## config.mk

```make
export PLATFORM = sky130hd
export DESIGN_NAME = elm_weight_loader
export DESIGN_NICKNAME = d
export VERILOG_FILES = /design/src/rtl/elm_weight_loader.sv
export SDC_FILE = /design/constraint.sdc
export NUM_CORES = 1
export LEC_CHECK = 0
export ABC_CLOCK_PERIOD_IN_PS = 4600
export CAP_MARGIN = 20
export CORE_MARGIN = 3
export CORE_UTILIZATION = 47
export CTS_CLUSTER_DIAMETER = 30
export DETAILED_ROUTE_END_ITERATION = 6
export PLACE_DENSITY = 0.77
export SLEW_MARGIN = 10
export SYNTH_ARGS = -nofsm -noshare
export SYNTH_HDL_FRONTEND = slang
export SYNTH_SLANG_ARGS = --single-unit
```

## constraint.sdc

```tcl
create_clock -name clk -period 4.6 [get_ports clk]
set_input_delay 0.46 -clock clk [delete_from_list [all_inputs] [get_ports clk]]
set_output_delay 0.46 -clock clk [all_outputs]
set_load 0.03 [all_outputs]
```

## src/rtl/elm_weight_loader.sv

```systemverilog
// Weight/bias loader: turns a flat word stream into per-neuron weight and bias strobes for one layer.
// Optional LOADER_CHECKSUM_EN adds a modular sum of every accepted stream word.
module elm_weight_loader #(
  parameter int DATA_WIDTH = 16,
  parameter int NUM_WEIGHT = 128,
  parameter int NUM_NEURON = 30,
  parameter int CFG_WIDTH  = 33
) (
  input  logic                  clk,
  input  logic                  rst,
  input  logic                  start,
  input  logic [CFG_WIDTH-1:0]  layer_sel,
  input  logic [DATA_WIDTH-1:0] s_data,
  input  logic                  s_valid,
  output logic                  s_ready,
  output logic                  weightValid,
  output logic [DATA_WIDTH-1:0] weightValue,
  output logic                  biasValid,
  output logic [DATA_WIDTH-1:0] biasValue,
  output logic [CFG_WIDTH-1:0]  config_layer_num,
  output logic [CFG_WIDTH-1:0]  config_neuron_num,
  output logic                  busy,
  output logic                  done
`ifdef LOADER_CHECKSUM_EN
  ,
  output logic [DATA_WIDTH-1:0] checksum
`endif
);

  localparam int WCNT_W = $clog2(NUM_WEIGHT + 1);
  localparam logic [WCNT_W-1:0]    WLAST = WCNT_W'(NUM_WEIGHT - 1);
  localparam logic [CFG_WIDTH-1:0] NLAST = CFG_WIDTH'(NUM_NEURON - 1);

  localparam logic [2:0] S_IDLE   = 3'd0;
  localparam logic [2:0] S_WEIGHT = 3'd1;
  localparam logic [2:0] S_BIAS   = 3'd2;
  localparam logic [2:0] S_NEXT   = 3'd3;
  localparam logic [2:0] S_DONE   = 3'd4;

  logic [2:0]        r_state;
  logic [WCNT_W-1:0] r_wcnt;
  logic              w_hs;

  assign s_ready = (r_state == S_WEIGHT) || (r_state == S_BIAS);
  assign w_hs    = s_valid & s_ready;
  assign done    = (r_state == S_DONE);

  always_ff @(posedge clk or posedge rst) begin
    if (rst) begin
      r_state           <= S_IDLE;
      r_wcnt            <= '0;
      weightValid       <= 1'b0;
      weightValue       <= '0;
      biasValid         <= 1'b0;
      biasValue         <= '0;
      config_layer_num  <= '0;
      config_neuron_num <= '0;
      busy              <= 1'b0;
    end else begin
      weightValid <= 1'b0;
      biasValid   <= 1'b0;
      case (r_state)
        S_IDLE: begin
          if (start) begin
            config_layer_num  <= layer_sel;
            config_neuron_num <= '0;
            busy              <= 1'b1;
            r_wcnt            <= '0;
            r_state           <= S_WEIGHT;
          end
        end
        S_WEIGHT: begin
          if (w_hs) begin
            weightValid <= 1'b1;
            weightValue <= s_data;
            if (r_wcnt == WLAST) begin
              r_wcnt  <= '0;
              r_state <= S_BIAS;
            end else begin
              r_wcnt <= r_wcnt + 1'b1;
            end
          end
        end
        S_BIAS: begin
          if (w_hs) begin
            biasValid <= 1'b1;
            biasValue <= s_data;
            r_state   <= S_NEXT;
          end
        end
        // One dead cycle keeps the neuron index stable under the bias strobe.
        S_NEXT: begin
          if (config_neuron_num == NLAST) begin
            r_state <= S_DONE;
          end else begin
            config_neuron_num <= config_neuron_num + 1'b1;
            r_state           <= S_WEIGHT;
          end
        end
        S_DONE: begin
          busy             <= 1'b0;
          config_layer_num <= '0;
          r_state          <= S_IDLE;
        end
        default: r_state <= S_IDLE;
      endcase
    end
  end

`ifdef LOADER_CHECKSUM_EN
  logic [DATA_WIDTH-1:0] r_csum;
  assign checksum = r_csum;

  always_ff @(posedge clk or posedge rst) begin
    if (rst) begin
      r_csum <= '0;
    end else if ((r_state == S_IDLE) && start) begin
      r_csum <= '0;
    end else if (w_hs) begin
      r_csum <= r_csum + s_data;
    end
  end
`endif

endmodule

```

Fig. 1: run 1, a small window of the routed layout
The bar under the picture is 5 µm long. Region (45, 67) to (65, 87) µm. Cells in gray, sequential cells in the stronger gray; small squares are vias.
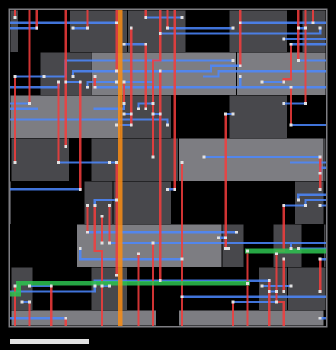
color	layer
red	metal 2
blue	metal 1
orange	metal 4
green	metal 3
cells with their middle in the window	22
most frequent	clkdlybuf4s50_1 (6), dfrtp_1 (5), o21ai_0 (3)
netlist names of flops here include	`config_layer_num` (3)
sequential cells in the window	5

Fig. 2: run 1, logic cells by family
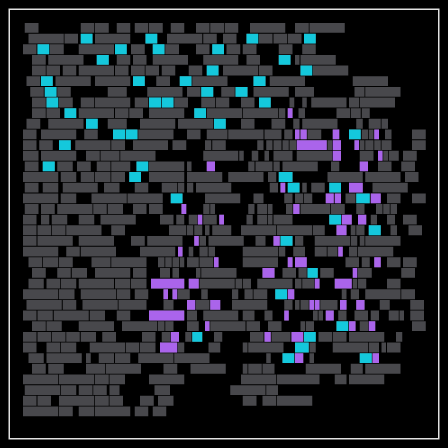
color	family	cells
cyan	non-inverting ao/oa cells	50
purple	nor cells	59
most common cell after layout, fill and taps aside: clkdlybuf4s50_1
number of standard cells in the layout, taps in and fillers out: 720

Fig. 3: run 1, routed metal per tile
22 x 22 tiles, from white (low) to dark blue (high), scaled to the fullest tile. Values are wire area over tile area, all layers added.
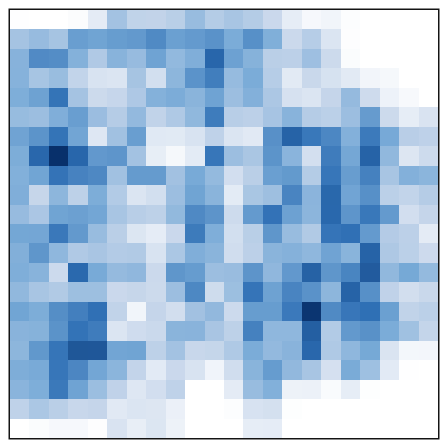
nearly empty tiles	11%
emptiest ninth of the die	north-east
mean over tiles	0.19
densest ninth of the die	east
tiles over half the peak	28%
fullest tile	0.52
routed wire length: 13600 µm
Routed wire per std cell: 18.89 µm
Total Routing Usage GR: 23.36%

==> flow_results.org, run 1 <==
#+TITLE: Synthesis and PnR summary

** Run status
- The run finished with clean final reports.

** Clocking
- CTS tree :: yes
- Clock root buffer :: clkbuf_8
- Clock-pin slew on the worst setup and hold paths :: 0.10 ns
- CTS reports a maximum clock tree buffer depth of 2.
- For the worst-skew pair, the clock arrives at the later sink with an insertion delay of 0.37 ns.
- # clock sinks :: 112

** Power
- For this design the static power due to leakage is 2.982 nW.
- P per Cell Area :: 617.5 nW/µm²

** Route
- Dividing the detail-routed via count by the number of cells gives 5.736.
- The routed layout reports a DRC error count of 0.
- Per the log, the first TritonRoute iteration ended with a DRC count of 264.
- The first detailed-routing pass ran for 4 iterations.

** Floorplanning
- Per the OpenROAD floorplan log, the width of the die is 109.3 µm.

** Critical path
- Top Family by Delay on Critical Path :: simple AND/OR/NAND/NOR gates
- Arrival time at the worst endpoint :: 3.13 ns
- Sequence of cells on the critical path :: inv_1 > ha_1 > nor4b_1 > nand4_1 > o21a_1 > nor2_1 > a221o_1
- Critical path buffers and inverters :: 1
- OpenSTA lists the critical path startpoint as config_neuron_num[1].
- Crit end category :: flop
- According to the timing report, the data required time at the worst endpoint equals 4.91 ns.
- The report shows a maximum critical-path fanout of 17.

** Yosys
- After technology mapping, the gate count stands at 431.
- Number of different library cells in the post-synthesis netlist :: 56
- Yosys shows that the main logic family after synthesis is simple AND/OR/NAND/NOR gates.
- In this run the biggest area consumer among cell types represents 55.89% of the synthesized area.
- Register bit count reported by yosys :: 112
- By count the netlist is led by dfrtp_1, a22o_1, mux2_2, nand2_1, nor2_1.
- The share of the Yosys chip area taken by registers is 55.89%.
- Synth area leaders :: dfrtp_1, mux2_2, a22o_1
- EDFF count, synth :: 0
- Main synth FF type :: dfrtp_1
- The synthesized netlist occupies a cell area of 5015 µm².
- Yosys stat counts 431 cells in the synthesized netlist.

** Final layout
- Cells fill 66.88% of the core in the end.
- According to the finish report, the design has a final net count of 635.
- Fraction of layout cells with a size suffix above 1 :: 11.82%
- Compared with the post-synthesis result, the final layout area differs by 38.30%.

** Placement
- Once placement finished, the instance area stood at 6716 µm².
- For this run the detailed placement stage logged an HPWL of 9643 µm.

** Final timing
- Worst slew margin relative to its limit :: 37.29%
- Final critical-path share of the clock period :: 61.27%
- Final Hold Slack :: 0.5049 ns
- Skew final :: 0.007067 ns
- Time the final worst path needs with I/O delays and setup :: 2.819 ns

** GRT
- Initial antenna violation count :: 0
- The via count of the first global-routing pass came to 4120.

** Min path
- Checking hold timing, the worst path is listed with class flop to flop.
- In the hold timing report, the worst path depth is 1.

** Flow run
- OpenROAD emitted warnings numbering 27.
[run 1: final cells by class]
class	instances	area, µm²	area share (%)
Sequential cell	112	2803	40.41
Multi-Input combinational cell	286	2107	30.38
Timing Repair Buffer	162	1624	23.42
Tap cell	136	170.2	2.454
Clock buffer	13	158.9	2.291
Clock inverter	3	40.04	0.5773
Inverter	8	32.53	0.4691
[run 1: power by group]
group	internal, mW	leakage, nW	switching (mW)
Combinational	0.918	1.45	1.18
Sequential	1.32	1.43	0.274
Clock	0.281	0.103	0.315
Total	2.52	2.98	1.77
[run 1: per-layer routing]
| metal | vias to the layer above | routed length, µm | GRT usage, % | part of all wire (%) |
|---|---|---|---|---|
| met2 | 142 | 6236 | 35.66 | 46 |
| met4 | 0 | 172 | 8.014 | 1.3 |
| met5 | - | 0 | 0 | 0 |
| li1 | 1919 | - | - | - |
| met3 | 14 | 1258 | 8.280 | 9.3 |
| met1 | 2055 | 5930 | 31.16 | 44 |
[run 1: placed cells by master (no fill, tap or decap), types with 8 or more instances in the layout]
cell | netlist | routed
dfrtp_1 | 112 | 112
and3_1 | 12 | 12
clkdlybuf4s50_1 | 0 | 155
nor2_1 | 23 | 22
a211o_1 | 10 | 10
mux2_2 | 33 | 33
a22o_1 | 34 | 34
mux2i_1 | 8 | 8
nand2_1 | 24 | 24
a21oi_1 | 10 | 10
nand3_1 | 17 | 17
o21ai_0 | 16 | 16
nor4_1 | 8 | 8
clkbuf_8 | 0 | 11
nor3_1 | 12 | 12
nand4_1 | 11 | 11
[run 1: flip-flops by register name, summed over array words and instances, names as in the netlist]
signal             count
config_layer_num      33
config_neuron_num     33
biasValue             16
weightValue           16
r_wcnt                 8
r_state                3
biasValid              1
busy                   1
weightValid            1
==> run 2: changes to the inputs <==
--- a/config.mk
+++ b/config.mk
@@ -5,13 +5,13 @@
 export SDC_FILE = /design/constraint.sdc
 export NUM_CORES = 1
 export LEC_CHECK = 0
-export ABC_CLOCK_PERIOD_IN_PS = 4600
+export ABC_CLOCK_PERIOD_IN_PS = 2500
 export CAP_MARGIN = 20
 export CORE_MARGIN = 3
-export CORE_UTILIZATION = 47
+export CORE_UTILIZATION = 42
 export CTS_CLUSTER_DIAMETER = 30
 export DETAILED_ROUTE_END_ITERATION = 6
-export PLACE_DENSITY = 0.77
+export PLACE_DENSITY = 0.72
 export SLEW_MARGIN = 10
 export SYNTH_ARGS = -nofsm -noshare
 export SYNTH_HDL_FRONTEND = slang
==> constraint.sdc (replaced) <==
create_clock -name clk -period 2.5 [get_ports clk]
set_input_delay 0.25 -clock clk [delete_from_list [all_inputs] [get_ports clk]]
set_output_delay 0.25 -clock clk [all_outputs]
set_load 0.03 [all_outputs]
==> run 2 against run 1 <==
  * Count of clock-buffer cells in the layout decreased by 3
  * Sequential cell count unchanged
  * Combinational power increased by 94%
  * Non-clock buffer count increased by 26
  * Critical path depth decreased by 5
  * Sequential share of layout area decreased by 1.7 points
  * Via count increased by 5.2%
  * Design area increased by 4.4%
  * Cell count increased by 4.3%
  * Critical endpoint is now done
  * Largest power group unchanged
  * Utilization decreased by 4.2 points
==> flow_results.org, run 2 <==
#+TITLE: Synthesis and PnR summary

** Critical path
- The timing report attributes the biggest portion of critical-path delay to buffers and inverters.
- The worst setup path is captured at an output pin.
- Worst endpoint required time :: 2.25 ns (-2.66 ns)
- Sequence of cells on the critical path :: nor3b_1 > clkdlybuf4s50_1
- The arrival time of data at the critical path endpoint came to 2.06 ns (-1.07 ns).
- The maximum fanout along the worst path came to 7 (-10).
- Tracing the worst setup path back leads to its startpoint at r_state[0].

** Yosys
- Number of different library cells in the post-synthesis netlist :: 56 (unchanged)
- Register bit count reported by yosys :: 112 (unchanged)
- The fraction of post-synthesis cell area in the top cell type by area is 55.89% (unchanged).
- Biggest combinational cell group after synthesis :: simple AND/OR/NAND/NOR gates
- Count of instantiated cells in the yosys netlist :: 431 (unchanged)
- Number of instances in the synthesized netlist :: 431 (unchanged)
- Yosys attributes the largest share of cell area to dfrtp_1, mux2_2, a22o_1.
- By count the netlist is led by dfrtp_1, a22o_1, mux2_2, nand2_1, nor2_1.

** Route
- Routed wire length :: 14300 µm (+5.1%)
- The iteration count of the initial detailed-routing pass was 4 (unchanged).
- Vias/cell :: 5.786 (+0.86%)
- The number of DRC violations after detailed-routing iteration 0 is 323 (+22%).

** Final layout
- Relative to the synthesized area, the layout overhead comes to 44.44%.
- Most numerous logic cells after layout :: clkdlybuf4s50_1, dfrtp_1, a22o_1
- The library cell used most frequently in the layout, excluding fill and tap cells, is clkdlybuf4s50_1.
- Fraction of layout cells with a size suffix above 1 :: 15.79% (+4.0 points)
- The final cell utilization of the core was 62.63% (-4.2 points).

** Power
- The leakage dissipation was 3.149 nW (+5.6%).

** GRT
- Number of global-route vias before repair :: 4567 (+11%)
- Global-route layer with the greatest usage :: met2
- The fraction of met3 tracks used by global routing is 8.842% (+0.56 points).
- The initial antenna violation count is 0 (unchanged).

** Final timing
- After layout, the minimum clock period comes to 2.306 ns.
- Final critical-path share of the clock period :: 92.22%

** Flow run
- Number of OpenROAD warnings :: 27 (unchanged)

** Clocking
- The clock transition at the register clock pins on the worst setup and hold paths after CTS came to 0.07 ns (-0.03 ns).
- Clock root buffer :: clkbuf_16
- CTS tree :: yes

** Run status
- Outcome :: complete, no violations

** Min path
- Class of the tightest hold or removal check :: input pin to async pin
run 2: worst min-delay path by stage:
stage / endpoint / slack, ns / cells after the start
after floorplan: config_layer_num[0] / 0.39 / 1
after global placement: config_layer_num[5] / 0.48 / 1
after detailed placement: config_layer_num[21] / 0.48 / 1
after CTS: config_neuron_num[3] / 0.35 / 2
after global routing: config_neuron_num[29] / 0.38 / 2
final: config_neuron_num[29] / 0.33 / 2
run 2: cell families (layout without fill, tap and decap cells):
family	Yosys count	count (layout)
DFF	112	112
AOI/OAI and AO/OA	96	96
buffers and inverters	33	210
and+or+nand+nor	143	143
muxes	41	41
xor gates and xnor gates	3	3
adders and majority gates	3	3
run 2: layout make-up:
class / instances / area, µm²
clock buffers: 10 / 229.0
clock inverters: 4 / 47.55
fillers: 911 / 4322
inverters: 8 / 33.78
multi-input cells: 286 / 2123
flip-flops and latches: 112 / 2803
well taps: 143 / 178.9
repair buffers: 188 / 1828
run 2: metal layers:
metal | vias up | wire length, µm
li1 | 1972 | -
met1 | 2155 | 5847
met2 | 199 | 6767
met3 | 19 | 1449
met4 | 0 | 233
met5 | - | 0
run 2: stage by stage:
stage | hold slack (ns) | cell area, µm²
finish | 0.3324 | 7243
global route | 0.3818 | 7243
CTS | 0.3469 | 7223
detailed placement | 0.4817 | 6947
global placement | 0.4823 | 6947
floorplan | 0.3901 | 5019
run 2: power by group:
group	internal (mW)	switching, mW
Clock	0.764	0.629
Combinational	1.78	2.28
Sequential	2.43	0.430
Total	4.97	3.34
run 2: worst reg2reg max path: stages (launching register included):
cell and delay, ns:
dfrtp_1 0.46, ha_1 0.23, nand3_1 0.27, nor4_2 0.51, o2111ai_1 0.26, nor3_1 0.28
mux2i_1 0.20
Fig. 4: run 2, clock nets
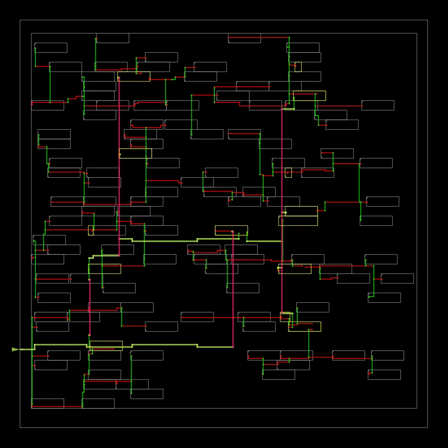
clkbuf count: 10
worst skew pair latency: 0.35 ns
registers: 112
skew final: 0.007107 ns

Fig. 5: run 2, logic cells by family
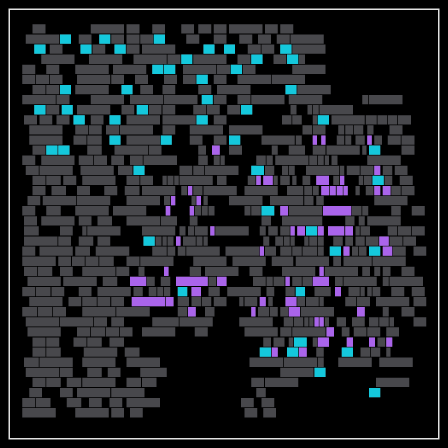
color	family	cells
purple	nor cells	59
cyan	non-inverting ao/oa cells	50

==> run 3: changes to the inputs <==
--- a/config.mk
+++ b/config.mk
@@ -7,11 +7,12 @@
 export LEC_CHECK = 0
 export ABC_CLOCK_PERIOD_IN_PS = 2500
 export CAP_MARGIN = 20
-export CORE_MARGIN = 3
+export CORE_MARGIN = 10
 export CORE_UTILIZATION = 42
 export CTS_CLUSTER_DIAMETER = 30
 export DETAILED_ROUTE_END_ITERATION = 6
 export PLACE_DENSITY = 0.72
+export SETUP_SLACK_MARGIN = 0.1
 export SLEW_MARGIN = 10
 export SYNTH_ARGS = -nofsm -noshare
 export SYNTH_HDL_FRONTEND = slang
Fig. 6: run 3, a small window of the routed layout
The bar under the picture is 5 µm long. Region (55, 80) to (75, 100) µm. Cells in gray, sequential cells in the stronger gray; small squares are vias.
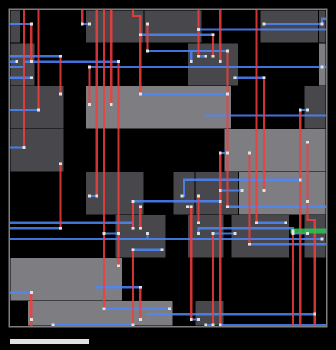
color	layer
green	metal 3
blue	metal 1
red	metal 2
netlist names of flops here include	`config_layer_num` (4), `config_neuron_num` (1)
cells with their middle in the window	19
most frequent	clkdlybuf4s50_1 (7), dfrtp_1 (5)
sequential cells in the window	5

==> run 3 against run 2 <==
  * Clock skew down 0.00084 ns
  * Via count decreased by 3.7%
  * Non-clock buffer count down 12
  * Critical path depth grew 1
  * First-iteration DRC count is 20% higher
  * Critical path type unchanged
==> flow_results.org, run 3 <==
#+TITLE: Synthesis and PnR summary

** Run status
- Outcome :: complete, no violations

** Final timing
- Count of final setup violators :: 0
- Highest Clock Rate :: 435.6 MHz
- Setup repair after global routing could not meet its margin everywhere.
- The post-route clock skew was 0.006270 ns (-0.0008369 ns).
- Per the final report, max-transition violations number 0.
- Time the final worst path needs with I/O delays and setup :: 2.296 ns (-0.009859 ns)
- Final critical-path share of the clock period :: 91.83% (-0.39 points)

** Final layout
- For this run, the script counts the antenna cells in the layout as 0.
- Compared with the post-synthesis result, the final layout area differs by 42.27%.
- The library cells used most frequently in the layout, excluding fill and tap cells, are clkdlybuf4s50_1, dfrtp_1, a22o_1.
- The share of layout cells above drive strength 1 was 13.90% (-1.9 points).
- Fill cell total of the finished layout :: 948 (+4.1%)
- Among logic cells in the layout, the one with the most instances is clkdlybuf4s50_1.
- The final design area excluding fillers came to 7134 µm² (-1.5%).
- For this run, the post-layout net count is 649.

** Critical path
- The most critical setup path has its endpoint at s_ready.
- Highest-delay cell along the critical path :: clkdlybuf4s50_1
- The startpoint identified for the worst register-to-register timing path is config_neuron_num[0].
- In this design, the largest share of critical-path delay is due to buffers and inverters.
- For flop-to-flop paths, the worst setup slack is 0.24 ns.
- Crit end category :: output pin
- Per the timing report, the most critical flop-to-flop path finishes at config_neuron_num[30].
- Timing startpoint of the critical path :: r_state[0]
- Sequence of cells on the critical path :: nand2b_1 > a21oi_1 > clkdlybuf4s50_1
- Worst endpoint required time :: 2.25 ns (about the same)
- Peak fanout along the critical path :: 13 (+6)
- Arrival time at the worst endpoint :: 2.05 ns (about the same)

** Power
- The internal power was 4.971 mW (about the same).
- Share of total power in sequential cells :: 35.2% (+0.8 points)
- Power consumed by the clock network :: 1.43 mW (+3%)
- The net switching fraction of the power came to 40.30% (+0.15 points).
- The total combinational power is 3.97 mW (-2%).
- The sequential cell power came to 2.93 mW (+2%).
- The clock network power share came to 17.1% (+0.3 points).
- Combinational group share of total power :: 47.7% (-1.1 points)
- The leakage dissipation is 3.078 nW (-2.2%).
- Heaviest power group :: combinational logic
- Net switching power figure :: 3.356 mW (+0.59%)

** Route
- Summing over every cut layer, the via total after detailed routing is 4186.
- The average vias per placed instance was 5.657 (-2.2%).
- The total wire length came to 15110 µm (+5.7%).
- The number of DRC violations after detailed-routing iteration 0 came to 389 (+20%).
- Detailed Routing Iterations Pass 1 :: 4 (unchanged)
- The routed layout reports a DRC error count of 0.

** GRT
- Entering global routing, the biggest net connects 89 pins.
- Number of global-route vias before repair :: 4504 (-1.4%)
- Initial antenna violation count :: 0 (unchanged)
- Global-route congestion overflow total :: 0

** Yosys
- The stat command in Yosys gives a chip area of 5015 µm².
- Synth area leaders :: dfrtp_1, mux2_2, a22o_1
- Most frequent cell after synthesis :: dfrtp_1
- The post-synthesis cell count is 431 (unchanged).
- Register bit count reported by yosys :: 112 (unchanged)
- Of the synthesized area, sequential elements account for 55.89%.
- Syn Area/Cell :: 11.64 µm²
- The count of instantiated cells in the yosys netlist was 431 (unchanged).
- The fraction of post-synthesis cell area in the top cell type by area came to 55.89% (unchanged).
- Most frequent cells after synthesis :: dfrtp_1, a22o_1, mux2_2, nand2_1, nor2_1
- The largest total area in the synthesized netlist belongs to dfrtp_1.
- The unique cell type count in the Yosys netlist came to 56 (unchanged).

** Floorplanning
- The region available for standard cell placement spans 11560 µm².
- Die height :: 129.3 µm
- Full die area :: 16710 µm²
- Die Width :: 129.3 µm
- The floorplan has 39 rows.

** Clocking
- Setup repair bufs after CTS :: 0
- Per the CTS log, the maximum H-tree level is 3.
- TritonCTS built the clock tree.
- Clock root buffer :: clkbuf_16
- The clock transition at the register clock pins on the worst setup and hold paths after CTS was 0.07 ns (about the same).
- Worst skew pair latency :: 0.35 ns (about the same)

** Placement
- Final RePlAce weighted congestion :: 0.8495
- Dpl hpwl :: 11140 µm
- The area of placed instances was 6844 µm² (-1.5%).

** Min path
- Class of the tightest hold or removal check :: input pin to async pin

** Flow run
- Number of OpenROAD warnings :: 28 (+3.7%)
Fig. 7: run 3, logic cells by family
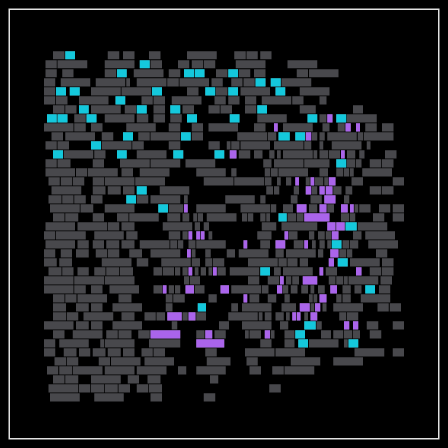
color	family	cells
purple	nor cells	59
cyan	non-inverting ao/oa cells	50
number of standard cells in the layout, taps in and fillers out: 740
share of cell area taken by multi-input logic gates: 29.53%

run 3: cell types whose count changed in the layout (fill, tap and decap cells not counted), sizes merged:
cell,change
buf,-12
clkbuf,+2
clkinv,-1
run 3: stage by stage:
stage	hold WS, ns	std cells	setup WS (ns)	util (%)
after floorplan	0.3901	431	0.2197	-
after global placement	0.4810	725	0.3962	59.18
after detailed placement	0.4812	725	0.2943	59.18
after CTS	0.3661	740	0.1754	61.68
after global routing	0.3871	740	0.09769	61.69
final	0.3627	740	0.2043	61.69
run 3: routing by layer:
| metal | track usage, % | up-vias | routed length (µm) |
|---|---|---|---|
| met1 | 19.95 | 2066 | 5826 |
| li1 | - | 1945 | - |
| met2 | 29.38 | 157 | 7174 |
| met5 | 0 | - | 0 |
| met3 | 9.217 | 18 | 1848 |
| met4 | 6.756 | 0 | 258 |
run 3: layout make-up:
class                      instances  area, µm²  area share (%)
clock inverter                     3      42.54          0.5963
inverter                           8      33.78          0.4735
sequential                       112       2804           39.30
tap                              143      178.9           2.508
clock buffer                      12      246.5           3.455
timing repair buffer             176       1722           24.13
multi-input combinational        286       2107           29.53
run 3: worst reg2reg max path, cell delays in order (launching register included):
cell	delay [ns]
dfrtp_1	0.48
ha_1	0.19
nor4b_1	0.29
nand4_1	0.28
o21ai_2	0.23
buf_4	0.27
and4bb_2	0.27
mux2i_1	0.12
run 3: cells by family (layout without fill, tap and decap cells):
logic type	Yosys count	after routing	share of synthesized area, %
AND/OR/NAND/NOR	143	143	16.69
flip-flops	112	112	55.89
AND-OR/OR-AND	96	96	14.45
multiplexers	41	41	9.007
buffers and inverters	33	199	2.695
adder cells (fa/ha/maj)	3	3	0.7486
XOR/XNOR	3	3	0.5240
Power and IR drop assume default switching activity.
